<file path="config.mk">
export PLATFORM = sky130hd
export DESIGN_NAME = alu_share_ctrl
export DESIGN_NICKNAME = d
export VERILOG_FILES = /design/src/rtl/alu_pkg.sv /design/src/rtl/rr_arb2.sv /design/src/rtl/alu_share_ctrl.sv
export SDC_FILE = /design/constraint.sdc
export NUM_CORES = 1
export LEC_CHECK = 0
export CORE_UTILIZATION = 43
export CTS_BUF_LIST = sky130_fd_sc_hd__clkbuf_16
export DETAILED_ROUTE_END_ITERATION = 8
export PLACE_DENSITY = 0.95
export SETUP_SLACK_MARGIN = 0.1
export SLEW_MARGIN = 20
export SYNTH_ARGS = -nofsm -noshare
export SYNTH_HDL_FRONTEND = slang
export SYNTH_SLANG_ARGS = --single-unit
</file>
<file path="constraint.sdc">
create_clock -name clk -period 4.55 [get_ports clk]
set_clock_uncertainty 0.05 [all_clocks]
set_input_delay 1.365 -clock clk [delete_from_list [all_inputs] [get_ports clk]]
set_output_delay 1.365 -clock clk [all_outputs]
set_load 0.01 [all_outputs]
</file>
<file path="src/rtl/alu_pkg.sv">
// Shared ALU constants: widths, opcode encoding and controller state encoding.
package alu_pkg;

   localparam int unsigned DATA_W = 32;
   localparam int unsigned OPW    = 3;
   localparam int unsigned FLAG_W = 4;

   localparam logic [OPW-1:0] OP_AND = 3'd0;
   localparam logic [OPW-1:0] OP_OR  = 3'd1;
   localparam logic [OPW-1:0] OP_XOR = 3'd2;
   localparam logic [OPW-1:0] OP_ADD = 3'd3;
   localparam logic [OPW-1:0] OP_SUB = 3'd4;
   localparam logic [OPW-1:0] OP_NOT = 3'd5;
   localparam logic [OPW-1:0] OP_SLL = 3'd6;
   localparam logic [OPW-1:0] OP_SRL = 3'd7;

   typedef enum logic [1:0] {
      ST_IDLE  = 2'd0,
      ST_ISSUE = 2'd1,
      ST_RESP  = 2'd2
   } state_t;

endpackage

</file>
<file path="src/rtl/rr_arb2.sv">
// Two-way round-robin picker: rr=0 prefers requester 0, rr=1 prefers requester 1.
module rr_arb2 (
   input  logic [1:0] req,
   input  logic       rr,
   output logic [1:0] gnt_c
);

   // Preferred requester wins if asking, otherwise the other one.
   always_comb begin
      gnt_c = 2'b00;
      if (rr == 1'b0) begin
         if (req[0])      gnt_c = 2'b01;
         else if (req[1]) gnt_c = 2'b10;
      end else begin
         if (req[1])      gnt_c = 2'b10;
         else if (req[0]) gnt_c = 2'b01;
      end
   end

endmodule

</file>
<file path="src/rtl/alu_share_ctrl.sv">
// Time-shares one combinational ALU between two requesters: arbitrate, capture
// operands, evaluate for one cycle, hold result and flags until acknowledged.
module alu_share_ctrl #(
   parameter int unsigned WIDTH = alu_pkg::DATA_W,
   parameter int unsigned OPW   = alu_pkg::OPW
) (
   input  logic             clk,
   input  logic             rst_n,
   input  logic [1:0]       req,
   input  logic [OPW-1:0]   op0,
   input  logic [OPW-1:0]   op1,
   input  logic [WIDTH-1:0] a0,
   input  logic [WIDTH-1:0] b0,
   input  logic [WIDTH-1:0] a1,
   input  logic [WIDTH-1:0] b1,
   input  logic [1:0]       ack,
   output logic [OPW-1:0]   alu_op,
   output logic [WIDTH-1:0] alu_a,
   output logic [WIDTH-1:0] alu_b,
   input  logic [WIDTH-1:0] alu_r,
   input  logic [3:0]       alu_nzcv,
   output logic [1:0]       gnt,
   output logic [1:0]       done,
   output logic [WIDTH-1:0] result,
   output logic [3:0]       nzcv
);

   import alu_pkg::*;

   state_t           state_q, state_d;
   logic             rr_q, rr_d;
   logic [1:0]       pick_c;
   logic [1:0]       gnt_d, done_d;
   logic [OPW-1:0]   alu_op_d;
   logic [WIDTH-1:0] alu_a_d, alu_b_d, result_d;
   logic [3:0]       nzcv_d;

   rr_arb2 u_arb (
      .req   (req),
      .rr    (rr_q),
      .gnt_c (pick_c)
   );

   // Next-state and next-output logic; every register holds unless updated.
   always_comb begin
      state_d  = state_q;
      rr_d     = rr_q;
      gnt_d    = gnt;
      done_d   = done;
      alu_op_d = alu_op;
      alu_a_d  = alu_a;
      alu_b_d  = alu_b;
      result_d = result;
      nzcv_d   = nzcv;
      case (state_q)
         ST_IDLE: begin
            if (req != 2'b00) begin
               gnt_d    = pick_c;
               alu_op_d = pick_c[1] ? op1 : op0;
               alu_a_d  = pick_c[1] ? a1  : a0;
               alu_b_d  = pick_c[1] ? b1  : b0;
               state_d  = ST_ISSUE;
            end
         end
         ST_ISSUE: begin
            result_d = alu_r;
            nzcv_d   = alu_nzcv;
            done_d   = gnt;
            state_d  = ST_RESP;
         end
         ST_RESP: begin
            // Only the granted requester's ack releases the ALU.
            if ((ack & gnt) != 2'b00) begin
               done_d  = 2'b00;
               gnt_d   = 2'b00;
               rr_d    = gnt[0];
               state_d = ST_IDLE;
            end
         end
         default: begin
            gnt_d   = 2'b00;
            done_d  = 2'b00;
            state_d = ST_IDLE;
         end
      endcase
   end

   // State and output registers.
   always_ff @(posedge clk or negedge rst_n) begin
      if (!rst_n) begin
         state_q <= ST_IDLE;
         rr_q    <= 1'b0;
         gnt     <= 2'b00;
         done    <= 2'b00;
         alu_op  <= '0;
         alu_a   <= '0;
         alu_b   <= '0;
         result  <= '0;
         nzcv    <= 4'b0000;
      end else begin
         state_q <= state_d;
         rr_q    <= rr_d;
         gnt     <= gnt_d;
         done    <= done_d;
         alu_op  <= alu_op_d;
         alu_a   <= alu_a_d;
         alu_b   <= alu_b_d;
         result  <= result_d;
         nzcv    <= nzcv_d;
      end
   end

endmodule

</file>
Run 1, zoomed window:
Region (37, 60) to (77, 100) microns. Cells in gray, sequential cells in the stronger gray; small squares are vias.
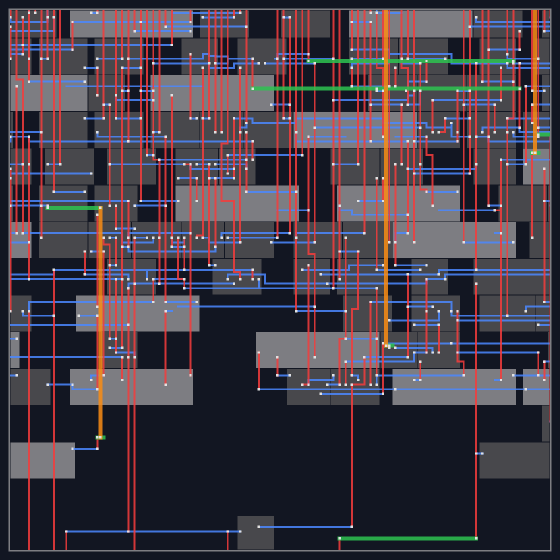
color	layer
green	metal 3
blue	metal 1
red	metal 2
orange	metal 4
netlist names of flops here include	`alu_a` (9), `alu_b` (3)
most frequent	clkdlybuf4s50_1 (24), dfrtp_1 (13)
sequential cells in the window	13
cells with their middle in the window	71

Run 1, congestion heat map:
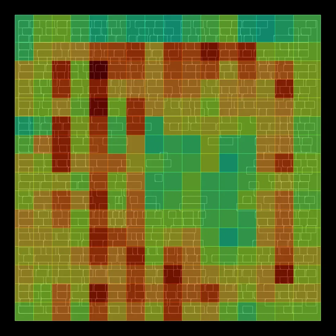
wire per inst: 20.2 microns
met2 Use GR: 0.455
GRT Max-Usage Layer: met2
GR Util met3: 0.0728

Run 1, gate families picked out:
Scale: 4 px per micron.
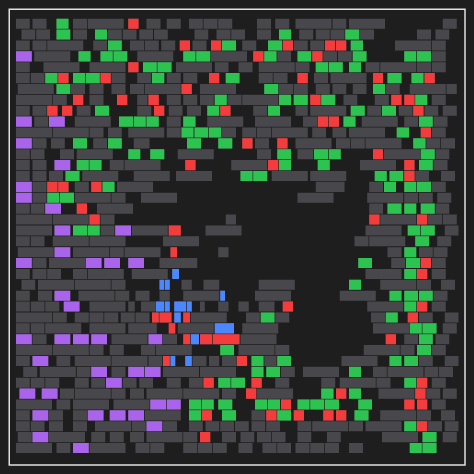
color	family	cells
purple	multiplexers	38
blue	NAND gates	13
red	inverting AOI/OAI gates	77
green	AND-OR and OR-AND gates	134

Run 1, register map, names as in the netlist:
Scale: 4 px per micron. Other sequential cells in the stronger gray, the rest of the logic in the fainter gray.
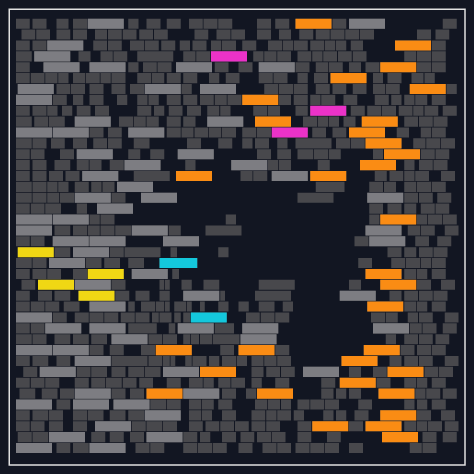
color	netlist name	placed flops
magenta	`alu_op`	3
yellow	`nzcv`	4
cyan	`state_q`	2
orange	`alu_b`	32
not colored	69
Seq/total area: 0.324
register area: 2750 sq um

run 1: final cells by class:
type / count / area, sq um
multi-input cells: 263 / 2340
clock buffers: 9 / 225
fillers: 827 / 3560
flip-flops and latches: 110 / 2750
inverters: 1 / 3.75
repair buffers: 290 / 2900
well taps: 168 / 210
clock inverters: 7 / 63.8
run 1: per-layer routing:
layer,GRT usage,part of all wire,vias to the layer above
li1,-,-,2208
met1,0.298,0.36,2394
met2,0.455,0.52,250
met3,0.0728,0.088,44
met4,0.115,0.031,0
met5,0,0,-
run 1: cells by family (layout without fill, tap and decap cells):
group | after synthesis | after routing | synth area share
AND-OR/OR-AND | 211 | 211 | 0.343
flip-flops | 110 | 110 | 0.514
buffers and inverters | 59 | 307 | 0.0502
multiplexers | 38 | 38 | 0.0795
AND/OR/NAND/NOR | 14 | 14 | 0.0133
==> impl_metrics.csv, run 1 <==
group,metric,value,unit
synthesis,synthTopCellsByArea,"dfrtp_1 51%, a311o_1 13%, o22a_1 11%",
routing,drc,0,
routing,first_iter_violations,366,
synthesis,synth.cells.most_frequent,"110 x dfrtp_1, 67 x a21boi_0, 67 x a311o_1, 67 x o22a_1, 37 x clkbuf_1",
place,io_buffers,282,
run_status,status,"finished clean",
routing,vias,4896,
power,power_frac_seq,0.332,
power,p_clk_frac,0.141,
worst_setup_path,criticalPathCategory,"in2reg",
cells_and_area,area_growth,58.8,%
worst_setup_path,path_max_fanout,69,
place,dp_hpwl,12100,microns
cells_and_area,drive_above_1_share,0.0971,
final_timing,drv_slew,0,
power,netSwitchingPower,1.96,mW
routing,drt-vias-per-instance,5.77,
routing,first_pass_iters,6,
power,pwr-share-comb,0.527,
final_timing,tns,0,ns
cts,htree_levels,3,
worst_setup_path,worst_path_largest_cell_delay,0.59,ns
cells_and_area,final_layout_top_logic_cells,"280 x clkdlybuf4s50_1, 109 x dfrtp_1, 67 x a311o_1, 67 x a21boi_0, 67 x o22a_1",
synthesis,yosysMostFrequentCell,"dfrtp_1",
worst_setup_path,critical_path_required,4.72,ns
floorplanning,fp.dieH,114,microns
routing,drt-total-wl,17200,microns
hold_path,min_from,"alu_b[10]",
cts,cts_tree,"built",
final_timing,max_slew_margin,0.454,
synthesis,syn_area_per_cell,12.4,sq um
synthesis,async_flop_share,1.00,
floorplanning,fp_util,0.444,
cts,ctsHoldBuffers,0,
cells_and_area,mostFrequentLayoutCell,"clkdlybuf4s50_1",
worst_setup_path,path_buffers,2,
place,dpl_cell_area,8220,sq um
synthesis,yosys_register_bits,110,
floorplanning,coreArea,12100,sq um
cts,cts_resized,0,
cells_and_area,instances_no_fill,848,
worst_setup_path,path_cells,"clkdlybuf4s50_1 > nand2b_4 > buf_12 > a311o_1 > o22a_1",
grt,antenna_found_initial,0,
Run 1, met2 routing:
Scale: 2 px per micron. Cells faint in the background.
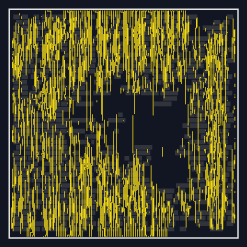

==> run 1 -> run 2 <==
--- a/config.mk
+++ b/config.mk
@@ -5,10 +5,10 @@
 export SDC_FILE = /design/constraint.sdc
 export NUM_CORES = 1
 export LEC_CHECK = 0
-export CORE_UTILIZATION = 43
+export CORE_UTILIZATION = 36
 export CTS_BUF_LIST = sky130_fd_sc_hd__clkbuf_16
 export DETAILED_ROUTE_END_ITERATION = 8
-export PLACE_DENSITY = 0.95
+export PLACE_DENSITY = 0.87
 export SETUP_SLACK_MARGIN = 0.1
 export SLEW_MARGIN = 20
 export SYNTH_ARGS = -nofsm -noshare
==> constraint.sdc (replaced) <==
create_clock -name clk -period 2.85 [get_ports clk]
set_clock_uncertainty 0.05 [all_clocks]
set_input_delay 0.855 -clock clk [delete_from_list [all_inputs] [get_ports clk]]
set_output_delay 0.855 -clock clk [all_outputs]
set_load 0.01 [all_outputs]
Run 2, met2 routing:
Scale: 2 px per micron. Cells faint in the background.
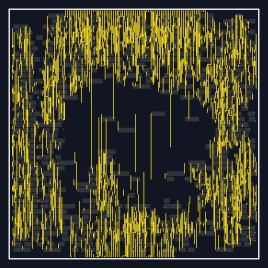
share of all routed wire	50%
wire length on this layer	8130 microns

Run 2, register map, names as in the netlist:
Scale: 4 px per micron. Other sequential cells in the stronger gray, the rest of the logic in the fainter gray.
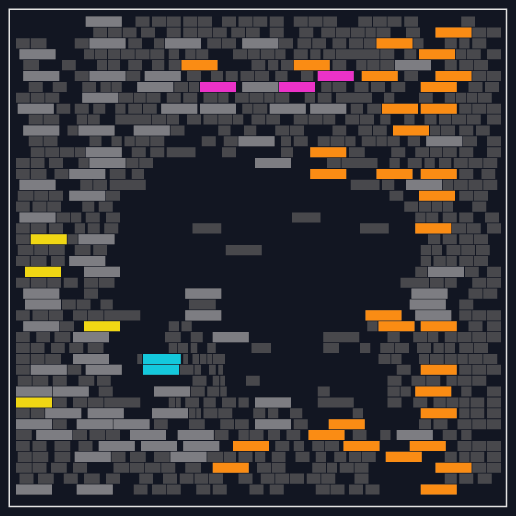
fin util: 0.595
Seq/total area: 0.318

==> run 2 against run 1 <==
Cell area increased by 1.7%. Sequential share of layout area fell by 0.55 points. Flip-flop count unchanged. First-iteration DRC count is 25% lower. Synthesized cell count stayed put. Critical path depth is 4 lower. Largest cell class unchanged. Hold slack worse by 0.13 ns. Combinational power grew about 60%. Power rose by 61%. Clock power grew 68%. Register-to-register slack worse by 1.5 ns. Die area grew 19%.
==> impl_metrics.csv, run 2 <==
group,metric,value,unit
run_status,status,"finished clean",
power,pwr-share-comb,0.526,
final_timing,drv_slew,0,
synthesis,yosys_register_bits,110,
grt,use_met3,0.0513,
cts,cts_resized,0,
cts,htree_levels,3,
worst_setup_path,worst_path_largest_cell_delay,0.60,ns
synthesis,compound_area_frac,0.343,
cells_and_area,final_layout_top_logic_cells,"280 x clkdlybuf4s50_1, 109 x dfrtp_1, 67 x a311o_1, 67 x a21boi_0, 67 x o22a_1",
cells_and_area,area_growth,61.6,%
routing,highest_layer,"met4",
floorplanning,coreArea,14500,sq um
routing,routedWlPerCell,18.7,microns
synthesis,async_flop_share,1.00,
routing,first_iter_violations,273,
cells_and_area,ff_latch_area,2750,sq um
cts,cts_tree,"built",
grt,antenna_found_initial,0,
routing,wl_met2,8130,microns
routing,first_pass_iters,4,
place,io_buffers,282,
routing,wl_met3,1380,microns
synthesis,ys_sh_xor,0,
worst_setup_path,criticalPathCategory,"reg2out",
cells_and_area,instances_no_fill,871,
worst_setup_path,path_buffers,1,
power,p_clk_frac,0.148,
place,dp_hpwl,11600,microns
synthesis,synthTopCellsByArea,"dfrtp_1 51%, a311o_1 13%, o22a_1 11%",
final_timing,tns,0,ns
synthesis,synth.cells.most_frequent,"110 x dfrtp_1, 67 x a21boi_0, 67 x a311o_1, 67 x o22a_1, 37 x clkbuf_1",
synthesis,yosysMostFrequentCell,"dfrtp_1",
cells_and_area,comb_area,2340,sq um
synthesis,syn_area_per_cell,12.4,sq um
floorplanning,fp.dieH,124,microns
synthesis,ys_sh_mux,0.0795,
grt,gr-usage-met2,0.348,
cells_and_area,mostFrequentLayoutCell,"clkdlybuf4s50_1",
place,dpl_cell_area,8340,sq um
power,power_frac_seq,0.326,
final_timing,max_slew_margin,0.566,
routing,drt-total-wl,16300,microns
worst_setup_path,critical_path_required,1.95,ns
routing,met1Wirelength,6530,microns
floorplanning,fp_util,0.368,
synthesis,ys_sh_simple,0.0133,
Run 2, gate families picked out:
Scale: 4 px per micron.
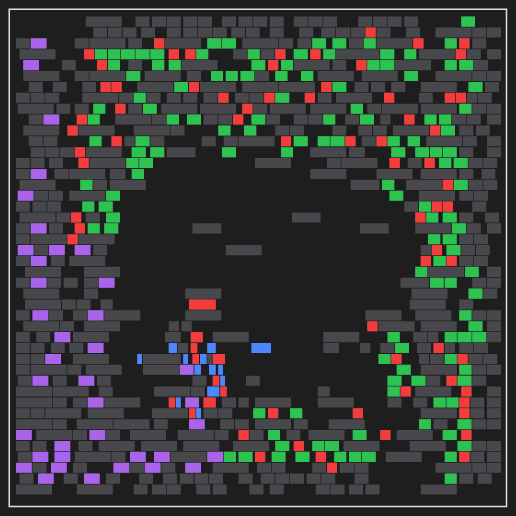
color	family	cells
purple	multiplexers	38
red	inverting AOI/OAI gates	77
green	AND-OR and OR-AND gates	134
blue	NAND gates	13

-- run 2: cell counts after synthesis --
No cell type changed its count.
-- run 2: final cells by class --
cell class                 count  share of cell area
clock buffer                   9              0.0260
clock inverter                 7              0.0103
inverter                       1            0.000434
multi-input combinational    263               0.271
sequential                   110               0.318
tap                          184              0.0266
timing repair buffer         297               0.347
-- run 2: worst paths after layout --
path / startpoint / end / slack (ns) / cells after the start
worst max-delay path: gnt[1] / gnt[1] / 0.53 / 1
worst min-delay path: rst_n / alu_b[8] / 0.33 / 1
worst max register to register: state_q[1] / result[5] / 1.07 / 3
worst min register to register: result[14] / result[14] / 0.46 / 1
max in group asynchronous: rst_n / result[20] / 1.85 / 2
min in group clk: result[14] / result[14] / 0.46 / 1
==> run 2 -> run 3 <==
--- a/config.mk
+++ b/config.mk
@@ -5,10 +5,10 @@
 export SDC_FILE = /design/constraint.sdc
 export NUM_CORES = 1
 export LEC_CHECK = 0
-export CORE_UTILIZATION = 36
+export CORE_UTILIZATION = 40
 export CTS_BUF_LIST = sky130_fd_sc_hd__clkbuf_16
 export DETAILED_ROUTE_END_ITERATION = 8
-export PLACE_DENSITY = 0.87
+export PLACE_DENSITY = 0.91
 export SETUP_SLACK_MARGIN = 0.1
 export SLEW_MARGIN = 20
 export SYNTH_ARGS = -nofsm -noshare
==> constraint.sdc (replaced) <==
create_clock -name clk -period 2.2 [get_ports clk]
set_clock_uncertainty 0.05 [all_clocks]
set_input_delay 0.66 -clock clk [delete_from_list [all_inputs] [get_ports clk]]
set_output_delay 0.66 -clock clk [all_outputs]
set_load 0.01 [all_outputs]
Run 3, gate families picked out:
Scale: 4 px per micron.
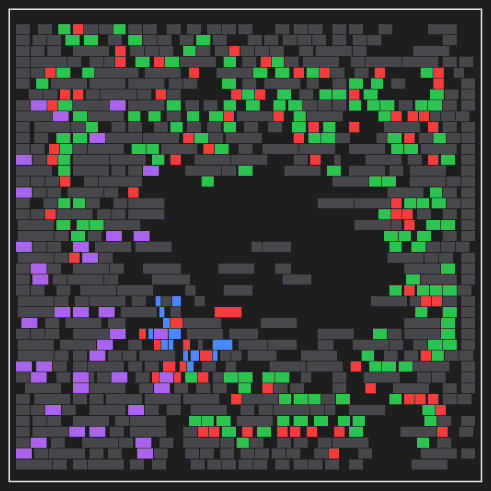
color	family	cells
red	inverting AOI/OAI gates	77
green	AND-OR and OR-AND gates	134
purple	multiplexers	38
blue	NAND gates	13

Run 3, register map, names as in the netlist:
Scale: 4 px per micron. Other sequential cells in the stronger gray, the rest of the logic in the fainter gray.
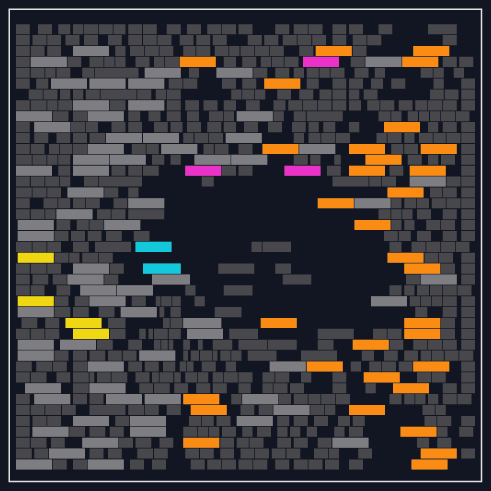
color	netlist name	placed flops
yellow	`nzcv`	4
cyan	`state_q`	2
magenta	`alu_op`	3
orange	`alu_b`	32
fin util: 0.680
register area: 2760 sq um
P_seq: 3.74 mW
Seq/total area: 0.316

==> run 3 against run 2 <==
Combinational power up 36%. Register-to-register slack lost 0.50 ns. Synthesized cell count unchanged. Flip-flop count is the same. Hold slack worse by 0.024 ns. Sequential power rose by 29%. Routed wire length up 7.1%. Cell area is 0.87% higher. Largest cell class unchanged.
==> impl_metrics.csv, run 3 <==
group,metric,value,unit
cts,cts_resized,2,
power,pwr-share-comb,0.535,
routing,wl_met2,8910,microns
cells_and_area,ff_count,110,
run_status,status,"finished clean",
cells_and_area,final-nonclk-buf-share,0.354,
floorplanning,fp_util,0.417,
cells_and_area,nClkBuffers,9,
worst_setup_path,critPathLaunch,"gnt[1]",
cells_and_area,sh_comb_area,0.269,
cells_and_area,instances_no_fill,866,
worst_setup_path,crit_end,"gnt[1]",
routing,wl_met3,1620,microns
cells_and_area,clkCellAreaFrac,0.0368,
worst_setup_path,critical_path_required,1.49,ns
worst_setup_path,timing.rr.start,"state_q[0]",
cells_and_area,n_all_buffers,304,
final_timing,drv_slew,0,
synthesis,ys_sh_xor,0,
synthesis,ys_sh_mux,0.0795,
power,p_clk_frac,0.149,
synthesis,yosys_register_bits,110,
routing,first_iter_violations,276,
Run 3, met2 routing:
Scale: 2 px per micron. Cells faint in the background.
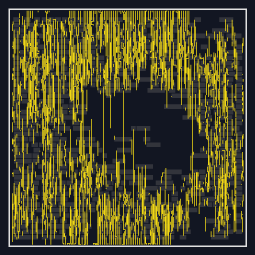
nets with wire on the layer	786
longest straight run	61.2 microns
main direction	vertical
wire length on this layer	8910 microns
total number of vias: 4943
met2 Use GR: 0.446
DRT Wirelength: 17500 microns

==> run 3: cell counts after synthesis <==
Identical to the previous run, type by type.
==> run 3: per-stage QoR <==
| stage | cell area (sq um) | power, mW | worst slack (ns) |
|---|---|---|---|
| 5_1_grt | 8730 | 12.5 | 0.101 |
| 2_1_floorplan | 5350 | 6.81 | 0.485 |
| 4_1_cts | 8720 | 11.9 | 0.124 |
| 6_report | 8730 | 11.9 | 0.151 |
| 3_5_place_dp | 8400 | 10.1 | -0.170 |
| 3_3_place_gp | 8400 | 9.81 | -0.106 |
==> run 3: worst min path at each step <==
stage	from	to	cells past startpoint
finish	rst_n	alu_b[10]	2
CTS	rst_n	alu_b[10]	2
global route	rst_n	alu_op[0]	2
detailed placement	result[9]	result[9]	1
global placement	rr_q	rr_q	2
floorplan	rst_n	alu_a[0]	0
Power figures rest on the tool's default switching activity, not on a simulated workload.
